File: src/rtl/shoe_shuffler_if.sv
// ---------------------------------------------------------------------------
// shoe_shuffler_if
//   Bundles the control and dealing signals between the blackjack controller
//   (master side) and the shoe shuffler (slave side).
//
//   Parameter: NUM_DECKS sets the width of the remaining-card count.
//
//   Master drives : shuffle_req, seed_load, seed, card_ready
//   Slave drives  : card_valid, card, busy, shuffle_done, remaining,
//                   low_water, empty
// ---------------------------------------------------------------------------
interface shoe_shuffler_if #(
  parameter int NUM_DECKS = 1
);
  localparam int N     = 52 * NUM_DECKS;
  localparam int CNT_W = $clog2(N + 1);

  logic             shuffle_req;
  logic             seed_load;
  logic [15:0]      seed;
  logic             card_ready;
  logic             card_valid;
  logic [5:0]       card;
  logic             busy;
  logic             shuffle_done;
  logic [CNT_W-1:0] remaining;
  logic             low_water;
  logic             empty;

  modport master (
    output shuffle_req, seed_load, seed, card_ready,
    input  card_valid, card, busy, shuffle_done, remaining, low_water, empty
  );

  modport slave (
    input  shuffle_req, seed_load, seed, card_ready,
    output card_valid, card, busy, shuffle_done, remaining, low_water, empty
  );
endinterface

File: src/rtl/shoe_shuffler.sv
// ---------------------------------------------------------------------------
// shoe_shuffler
//   Multi-deck shoe generator. On request it fills a shoe of NUM_DECKS*52 card
//   codes, permutes it in place with a Fisher-Yates shuffle whose random index
//   comes from a 16-bit Galois LFSR (rejection sampling, so no modulo bias),
//   then deals the cards one at a time, top of shoe = shoe[remaining-1].
//
// Ports
//   clk            rising-edge clock
//   rst            asynchronous, active-high reset
//   bus (slave)    shuffle_req / seed_load / seed / card_ready in,
//                  card_valid / card / busy / shuffle_done / remaining /
//                  low_water / empty out (all outputs registered)
//
// Parameters
//   NUM_DECKS  decks in the shoe (1..8)
//   CUT_LEVEL  low_water asserts in DEAL once remaining <= CUT_LEVEL
//   SEED       LFSR value after reset; also substituted for a loaded seed of 0
// ---------------------------------------------------------------------------
module shoe_shuffler #(
  parameter int          NUM_DECKS = 1,
  parameter int          CUT_LEVEL = 15,
  parameter logic [15:0] SEED      = 16'hACE1
) (
  input  logic           clk,
  input  logic           rst,
  shoe_shuffler_if.slave bus
);

  localparam int N     = 52 * NUM_DECKS;
  localparam int CNT_W = $clog2(N + 1);
  localparam int IDX_W = $clog2(N);

  localparam logic [IDX_W-1:0] IDX_ZERO = {IDX_W{1'b0}};
  localparam logic [IDX_W-1:0] IDX_ONE  = IDX_W'(1);
  localparam logic [IDX_W-1:0] IDX_LAST = IDX_W'(N - 1);
  localparam logic [CNT_W-1:0] CNT_ZERO = {CNT_W{1'b0}};
  localparam logic [CNT_W-1:0] CNT_ONE  = CNT_W'(1);
  localparam logic [CNT_W-1:0] CNT_FULL = CNT_W'(N);
  localparam logic [CNT_W-1:0] CNT_CUT  = CNT_W'(CUT_LEVEL);
  localparam logic [5:0]       CODE_LAST = 6'd51;
  // Toggle mask for x^16 + x^14 + x^13 + x^11 + 1 in right-shifting Galois form
  localparam logic [15:0]      LFSR_TAPS = 16'hB400;

  typedef enum logic [2:0] {
    IDLE = 3'd0,
    INIT = 3'd1,
    PICK = 3'd2,
    SWAP = 3'd3,
    DEAL = 3'd4
  } state_e;

  // One Galois LFSR step
  function automatic logic [15:0] lfsr_step(input logic [15:0] v);
    lfsr_step = {1'b0, v[15:1]} ^ (v[0] ? LFSR_TAPS : 16'h0000);
  endfunction

  // Smallest 2^k-1 covering i: smear the top set bit of i downwards
  function automatic logic [IDX_W-1:0] idx_mask(input logic [IDX_W-1:0] i);
    logic [IDX_W-1:0] m;
    m = i;
    for (int k = 0; k < IDX_W; k++) begin
      m = m | (m >> 1'b1);
    end
    idx_mask = m;
  endfunction

  // A zero seed would lock the LFSR, so it is replaced with the reset seed
  function automatic logic [15:0] seed_value(input logic [15:0] s);
    seed_value = (s == 16'h0000) ? SEED : s;
  endfunction

  state_e           state_q, state_d;
  logic [15:0]      lfsr_q, lfsr_d;
  logic [IDX_W-1:0] idx_q, idx_d;         // fill index in INIT, Fisher-Yates i in PICK/SWAP
  logic [5:0]       code_q, code_d;       // idx mod 52 tracked incrementally during INIT
  logic [IDX_W-1:0] j_q, j_d;
  logic [CNT_W-1:0] remaining_q, remaining_d;
  logic [5:0]       card_q, card_d;
  logic             card_valid_q, card_valid_d;
  logic             shuffle_done_q, shuffle_done_d;
  logic             busy_q, busy_d;
  logic             low_water_q, low_water_d;
  logic             empty_q, empty_d;

  logic [5:0]       shoe_q [0:N-1];

  logic             wr_a_en_s;
  logic [IDX_W-1:0] wr_a_addr_s;
  logic [5:0]       wr_a_data_s;
  logic             wr_b_en_s;
  logic [IDX_W-1:0] wr_b_addr_s;
  logic [5:0]       wr_b_data_s;
  logic [IDX_W-1:0] pick_j_s;
  logic [IDX_W-1:0] rd_addr_s;

  // Next-state, datapath and registered-output decode
  always_comb begin
    state_d        = state_q;
    lfsr_d         = lfsr_q;
    idx_d          = idx_q;
    code_d         = code_q;
    j_d            = j_q;
    remaining_d    = remaining_q;
    card_d         = card_q;
    card_valid_d   = card_valid_q;
    shuffle_done_d = 1'b0;

    wr_a_en_s   = 1'b0;
    wr_a_addr_s = idx_q;
    wr_a_data_s = code_q;
    wr_b_en_s   = 1'b0;
    wr_b_addr_s = j_q;
    wr_b_data_s = shoe_q[idx_q];

    pick_j_s  = lfsr_q[IDX_W-1:0] & idx_mask(idx_q);
    rd_addr_s = IDX_W'(remaining_q - CNT_ONE);

    case (state_q)
      IDLE: begin
        if (bus.seed_load) begin
          lfsr_d = seed_value(bus.seed);
        end else begin
          lfsr_d = lfsr_q;
        end
        if (bus.shuffle_req) begin
          state_d      = INIT;
          idx_d        = IDX_ZERO;
          code_d       = 6'd0;
          remaining_d  = CNT_ZERO;
          card_valid_d = 1'b0;
        end else begin
          state_d = IDLE;
        end
      end

      INIT: begin
        wr_a_en_s = 1'b1;
        if (idx_q == IDX_LAST) begin
          // idx already holds N-1, the first Fisher-Yates position
          state_d = PICK;
        end else begin
          idx_d  = idx_q + IDX_ONE;
          code_d = (code_q == CODE_LAST) ? 6'd0 : code_q + 6'd1;
        end
      end

      PICK: begin
        lfsr_d = lfsr_step(lfsr_q);
        if (pick_j_s <= idx_q) begin
          j_d     = pick_j_s;
          state_d = SWAP;
        end else begin
          // Out-of-range draw is rejected and retried with the next LFSR value
          state_d = PICK;
        end
      end

      SWAP: begin
        // Port B writes last, so j == i simply rewrites the same value
        wr_a_en_s   = 1'b1;
        wr_a_addr_s = idx_q;
        wr_a_data_s = shoe_q[j_q];
        wr_b_en_s   = 1'b1;
        wr_b_addr_s = j_q;
        wr_b_data_s = shoe_q[idx_q];
        if (idx_q == IDX_ONE) begin
          state_d        = DEAL;
          remaining_d    = CNT_FULL;
          shuffle_done_d = 1'b1;
        end else begin
          idx_d   = idx_q - IDX_ONE;
          state_d = PICK;
        end
      end

      DEAL: begin
        if (bus.seed_load) begin
          lfsr_d = seed_value(bus.seed);
        end else begin
          lfsr_d = lfsr_q;
        end
        if (bus.shuffle_req) begin
          // Reshuffle abandons whatever is left in the shoe
          state_d      = INIT;
          idx_d        = IDX_ZERO;
          code_d       = 6'd0;
          remaining_d  = CNT_ZERO;
          card_valid_d = 1'b0;
        end else if (card_valid_q) begin
          if (bus.card_ready) begin
            remaining_d  = remaining_q - CNT_ONE;
            card_valid_d = 1'b0;
          end else begin
            card_valid_d = 1'b1;
          end
        end else if (remaining_q != CNT_ZERO) begin
          // Card is captured only while not valid, so it holds through a stall
          card_d       = shoe_q[rd_addr_s];
          card_valid_d = 1'b1;
        end else begin
          card_valid_d = 1'b0;
        end
      end

      default: begin
        state_d      = IDLE;
        card_valid_d = 1'b0;
      end
    endcase

    busy_d      = (state_d == INIT) || (state_d == PICK) || (state_d == SWAP);
    low_water_d = (state_d == DEAL) && (remaining_d <= CNT_CUT);
    empty_d     = (state_d == DEAL) && (remaining_d == CNT_ZERO);
  end

  // Control and output registers
  always_ff @(posedge clk or posedge rst) begin
    if (rst) begin
      state_q        <= IDLE;
      lfsr_q         <= SEED;
      idx_q          <= IDX_ZERO;
      code_q         <= 6'd0;
      j_q            <= IDX_ZERO;
      remaining_q    <= CNT_ZERO;
      card_q         <= 6'd0;
      card_valid_q   <= 1'b0;
      shuffle_done_q <= 1'b0;
      busy_q         <= 1'b0;
      low_water_q    <= 1'b0;
      empty_q        <= 1'b0;
    end else begin
      state_q        <= state_d;
      lfsr_q         <= lfsr_d;
      idx_q          <= idx_d;
      code_q         <= code_d;
      j_q            <= j_d;
      remaining_q    <= remaining_d;
      card_q         <= card_d;
      card_valid_q   <= card_valid_d;
      shuffle_done_q <= shuffle_done_d;
      busy_q         <= busy_d;
      low_water_q    <= low_water_d;
      empty_q        <= empty_d;
    end
  end

  // Shoe storage: two write ports, no reset since INIT rebuilds every entry
  always_ff @(posedge clk) begin
    if (wr_a_en_s) begin
      shoe_q[wr_a_addr_s] <= wr_a_data_s;
    end
    if (wr_b_en_s) begin
      shoe_q[wr_b_addr_s] <= wr_b_data_s;
    end
  end

  assign bus.card_valid   = card_valid_q;
  assign bus.card         = card_q;
  assign bus.busy         = busy_q;
  assign bus.shuffle_done = shuffle_done_q;
  assign bus.remaining    = remaining_q;
  assign bus.low_water    = low_water_q;
  assign bus.empty        = empty_q;

endmodule

File: src/flat_wrapper.sv
// flat-port wrapper written by rule: the top's interface ports become plain ports
module shoe_shuffler_flat 
#(
  parameter int          NUM_DECKS = 1,
  parameter int          CUT_LEVEL = 15,
  parameter logic [15:0] SEED      = 16'hACE1
)
  (clk, rst, bus_shuffle_req, bus_seed_load, bus_seed, bus_card_ready, bus_card_valid, bus_card, bus_busy, bus_shuffle_done, bus_remaining, bus_low_water, bus_empty);
  shoe_shuffler_if #(.NUM_DECKS(NUM_DECKS)) bus_i ();
  input  logic clk;
  input  logic rst;
  input wire logic [$bits(bus_i.shuffle_req)-1:0] bus_shuffle_req;
  input wire logic [$bits(bus_i.seed_load)-1:0] bus_seed_load;
  input wire logic [$bits(bus_i.seed)-1:0] bus_seed;
  input wire logic [$bits(bus_i.card_ready)-1:0] bus_card_ready;
  output wire logic [$bits(bus_i.card_valid)-1:0] bus_card_valid;
  output wire logic [$bits(bus_i.card)-1:0] bus_card;
  output wire logic [$bits(bus_i.busy)-1:0] bus_busy;
  output wire logic [$bits(bus_i.shuffle_done)-1:0] bus_shuffle_done;
  output wire logic [$bits(bus_i.remaining)-1:0] bus_remaining;
  output wire logic [$bits(bus_i.low_water)-1:0] bus_low_water;
  output wire logic [$bits(bus_i.empty)-1:0] bus_empty;
  assign bus_i.shuffle_req = bus_shuffle_req;
  assign bus_i.seed_load = bus_seed_load;
  assign bus_i.seed = bus_seed;
  assign bus_i.card_ready = bus_card_ready;
  assign bus_card_valid = bus_i.card_valid;
  assign bus_card = bus_i.card;
  assign bus_busy = bus_i.busy;
  assign bus_shuffle_done = bus_i.shuffle_done;
  assign bus_remaining = bus_i.remaining;
  assign bus_low_water = bus_i.low_water;
  assign bus_empty = bus_i.empty;
  shoe_shuffler #(.NUM_DECKS(NUM_DECKS), .CUT_LEVEL(CUT_LEVEL), .SEED(SEED)) u_core (.clk(clk), .rst(rst), .bus(bus_i));
endmodule
File: config.mk
export PLATFORM = sky130hd
export DESIGN_NAME = shoe_shuffler_flat
export DESIGN_NICKNAME = d
export VERILOG_FILES = /design/src/rtl/shoe_shuffler_if.sv /design/src/rtl/shoe_shuffler.sv /design/src/flat_wrapper.sv
export SDC_FILE = /design/constraint.sdc
export NUM_CORES = 1
export LEC_CHECK = 0
export CORE_MARGIN = 4
export CORE_UTILIZATION = 50
export CTS_BUF_LIST = sky130_fd_sc_hd__clkbuf_4 sky130_fd_sc_hd__clkbuf_8
export DETAILED_ROUTE_END_ITERATION = 7
export PLACE_DENSITY = 0.66
export SKIP_LAST_GASP = 1
export SLEW_MARGIN = 20
export SYNTH_ARGS = -nofsm -noshare
export SYNTH_HDL_FRONTEND = slang
export SYNTH_SLANG_ARGS = --single-unit
export TNS_END_PERCENT = 100
File: constraint.sdc
create_clock -name clk -period 4.3 [get_ports clk]
set_clock_uncertainty 0.2 [all_clocks]
set_input_delay 0.43 -clock clk [delete_from_list [all_inputs] [get_ports clk]]
set_output_delay 0.43 -clock clk [all_outputs]
set_load 0.02 [all_outputs]
I/O pins on the die edge:
Drawn at 2 px/um. Pins as bars across the die edge, other pins in grey.
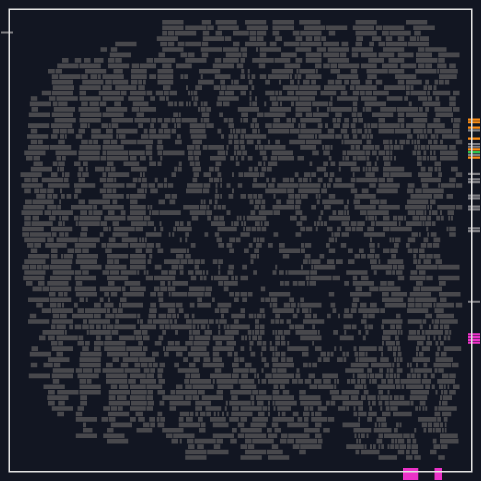
colour	port	pins	direction	edge
orange	`bus_card`	6	output	east
magenta	`bus_seed`	16	input	12 south, 4 east
green	`bus_low_water`	1	output	east

Close-up of the layout:
Region (95, 95) to (135, 135) um. Cells in grey, sequential cells in the stronger grey; small squares are vias.
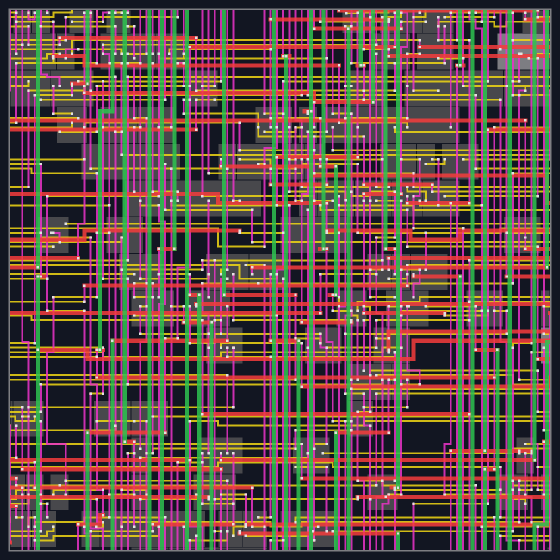
colour	layer
red	metal 3
green	metal 4
magenta	metal 2
yellow	metal 1
cells with their middle in the window	82
sequential cells in the window	0
most frequent	buf_4 (16), nand2_1 (11), nor2_1 (7)

==> CHANGELOG.md <==
## Implementation

- Outcome: finished, final reports clean
- Height of the chip: about 230 um
- Final hold violation count: 0
- Critical Path Max Stage Delay: approximately 780 ps
- Max-area cell share: 0.378
- Slew Limit Fails: 0
- Area fraction in xor and xnor cells: 0.00248
- Commonest register cell after synthesis: sky130_fd_sc_hd__edfxtp_1
- Pwr Density: about 700 mW/mm2
- Power share of the sequential group: 0.275
- Buffers inserted during post-CTS setup optimization: 0
- Cell family with most CP delay: AND-OR/OR-AND gates
- Most common logic cell in the routed design: sky130_fd_sc_hd__mux2i_1
- TritonCTS clock tree: built
- Most area-hungry cell type in the Yosys netlist: sky130_fd_sc_hd__edfxtp_1
- F_max: around 250 MHz
- Detailed-placement wirelength estimate: between 70000 and 80000 um
- ANT nets after route: 0
- Seq share, synth: 0.433
- Slack of the worst reg-to-reg path: 360 ps
- Hold Crit Class: in2async
- Tally of filler cells in the layout: around 4000
- Cell area after technology mapping: roughly 0.025 mm2
- CP max FO: 30
- Share of async-settable or async-resettable flops after synthesis: 0.148
- Number of cells produced by synthesis: 2047
- I/O Pins: 38
- Total area of multi-input combinational cells: around 0.013 mm2
- Internal power component: between 10000 and 15000 uW
- Total of max-cap violations: 0
- Sequential standard cell area: 0.0108 mm2
- Total cell area reported by yosys after synthesis: roughly 0.025 mm2
- Post-CTS sizing: 0
- Clock root buffer master: sky130_fd_sc_hd__clkbuf_8
- Share of total power in the clock network: 0.175
- Slew of the pin with the lowest slew margin: 1030 ps
- Terminus of the critical flop-to-flop path: u_core.shoe_q[33][3]$_DFFE_PP_
- Commonest cells after routing, fill and taps aside: 396 x sky130_fd_sc_hd__mux2i_1, 312 x sky130_fd_sc_hd__edfxtp_1, 184 x sky130_fd_sc_hd__buf_4
- Avg WL per Cell: 34.8 um
- Maximum resistive drop on vdd: just under 0.5 mV
- Area growth from synthesis to layout: 13.3%
- Total design power: between 15000 and 20000 uW
- Cell occurring most often along the worst timing path: sky130_fd_sc_hd__buf_4
- Met2 WL: about 43000 um
- Final worst-path cycle share: 0.917
- Detailed-router iteration count before antenna repair: 8
- Clock period minus worst slack: just under 4000 ps
- Max-slew headroom at the worst pin: 0.311
- Final antenna diode count: 0
- Pre-placement core utilization: 0.506
- Level count of the clock H-tree: 3
- Adder and majority gate portion of the synthesized area: 0.00606
- Uppermost signal routing layer after detailed routing: met5
- Share of layout cells above drive strength 1: 0.256
- Switching part of the total power: 0.475
- Total of warnings raised by yosys: 0
- Setup violation total in the final timing report: 0
- Number of nets in the layout: approximately 2200
- Placer's final routability congestion estimate: 1.07
- Total congestion overflow: 0
- Reg2Reg Launch Point: u_core.idx_q[2]$_DFFE_PP0P_
- Met3 Wirelength: 12700 um
- Clock network latency to the later pin of the worst-skew pair: between 600 and 700 ps
- Endpoint kind of the worst setup timing path: flip-flop
- Multiplexer fraction of the synthesized cell area: 0.311
- CP Data Required Time: about 4500 ps
- Synth Area per Inst: between 10 and 15 um2
- Die Area: between 0.05 and 0.06 mm2
- Via count of the first global-routing pass: between 15000 and 20000
- Data arrival at the endpoint of the critical path: just over 4000 ps
- Met1 wire length: between 30000 and 40000 um
- Count of flip-flops with a built-in enable after synthesis: approximately 310
- Post-synthesis register bit count: 366
- Crit start category: flip-flop
- Top cells by area, synth: sky130_fd_sc_hd__edfxtp_1 38%, sky130_fd_sc_hd__mux2i_1 16%, sky130_fd_sc_hd__mux4_2 13%, sky130_fd_sc_hd__dfrtp_1 4.6%, sky130_fd_sc_hd__mux2_2 2.4%
- Unrepaired setup endpoints after global routing: false
- Switch Pwr: 9210 uW
- Die boundary width: 231 um
- Share of synthesized cell area in and-or and or-and compound cells: 0.117
- Input/output buffers: 37
- Clock transition at the registers of the reported paths: 60 ps
- Remaining DRCs: 0
- Antenna violations before repair: 2
- Log Warnings: 30
- Termination of the worst setup path: u_core.shoe_q[33][3]$_DFFE_PP_
- Combined global-route utilization of all metal layers: 0.369
- Hold-fix buffer count after cts: 0
- Synthesized netlist net count: roughly 2100
- Core region area: roughly 0.049 mm2
- Total Negative Setup Slacks: 0 ps
- Bufs and invs on worst path: 2
- Critical path cell sequence: buf_4 > mux2_2 > a22oi_1 > o221ai_1 > a221oi_1 > o2111a_2 > buf_4 > mux2i_1
- Simple-Gate Fraction of Synth Area: 0.0861
- Iter 0 DRT Violations: about 3600
- Number of buffers created by CTS: between 60 and 70
- Unique masters post-synth: around 82
- CTS max path bufs: 3
- Number of cells on the critical path: 8
- Static leakage: 0.00907 uW
- Logic depth of the worst register-to-register path: 8
- Number of cells in Yosys stat: between 2000 and 2500
- Main logic family after synthesis: multiplexers
- First-pass GRT wire length: around 140000 um
- Pin count of the biggest net entering global routing: just under 70
- Slowest library cell on the worst path: sky130_fd_sc_hd__dfrtp_4
- Startpoint-to-endpoint class of the critical path: reg2reg
- CTS Sinks: roughly 370
- Mean number of vias per cell: slightly above 7
- Combinational share of power: 0.550
- Crit path from: u_core.idx_q[2]$_DFFE_PP0P_
Met2 routing:
Drawn at 1.5 px/um. Cells faint in the background.
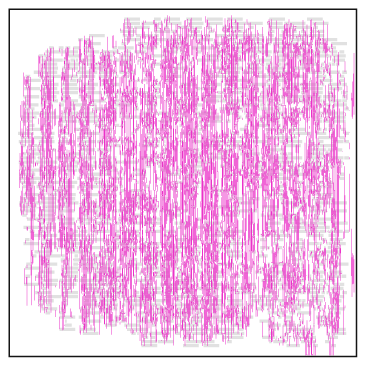
longest straight run	106 um
wire length on this layer	42.5 mm
share of all routed wire	43%
nets with wire on the layer	1907
main direction	vertical
Vias: 20500
met2 track demand over resource in global routing: 0.531
total length of routed wires: 99100 um

Cell outlines without signal wires:
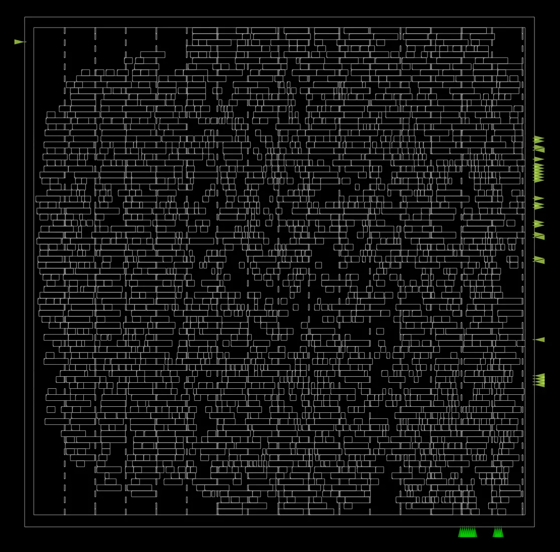
Taps Inserted: 664
number of cell rows: 81
flip-flops: 366

[cells in the mapped netlist, drive strengths merged (15+ instances only)]
cell,instances
mux2i,396
mux2,53
o22ai,78
a221oi,29
o2bb2ai,16
nand2,125
nor2b,23
mux4,140
nor3,20
o21ai,46
buf,113
a21oi,49
edfxtp,312
a22oi,49
dfrtp,46
nand3,29
clkbuf,105
a31oi,23
a221o,15
nor2,134
[registers in the layout, summed over array words and instances (netlist names), 3 cells and up]
name and flops:
u_core.bus.card 6, u_core.bus.remaining 6, u_core.code_q 6, u_core.idx_q 6, u_core.j_q 6, u_core.lfsr_q 16
u_core.shoe_q 312, u_core.state_q 3
[layout make-up]
class | count | area share
multi-input combinational | 1446 | 0.465
sequential | 366 | 0.383
timing repair buffer | 235 | 0.0724
clock buffer | 96 | 0.0413
tap | 664 | 0.0296
clock inverter | 25 | 0.00598
inverter | 17 | 0.00227
[power groups by stage]
stage / combinational, uW / sequential, uW / clock, uW
final: 10700 / 5330 / 3400
after global routing: 11100 / 5360 / 3610
after CTS: 10300 / 5300 / 3440
after detailed placement: 10300 / 5360 / 0
after global placement: 10100 / 5340 / 0
after floorplan: 6600 / 4930 / 0
[per-stage QoR]
stage          setup WS [ps]  cells  utilization  hold slack (ps)  area (um2)
6_report                 358   2849        0.573             94.1       28100
5_1_grt                  378   2849        0.573              199       28100
4_1_cts                  544   2849        0.573              104       28100
3_5_place_dp             549   2728        0.546              278       26700
3_3_place_gp             505   2728        0.546              272       26700
2_1_floorplan            607   2047            -              259       24800
[metal layers]
metal	vias to the layer above	global-route usage
li1	8304	-
met1	10200	0.500
met2	1607	0.531
met3	325	0.109
met4	4	0.212
met5	-	0
No activity file was given, so power comes from the tool's default toggle rates.
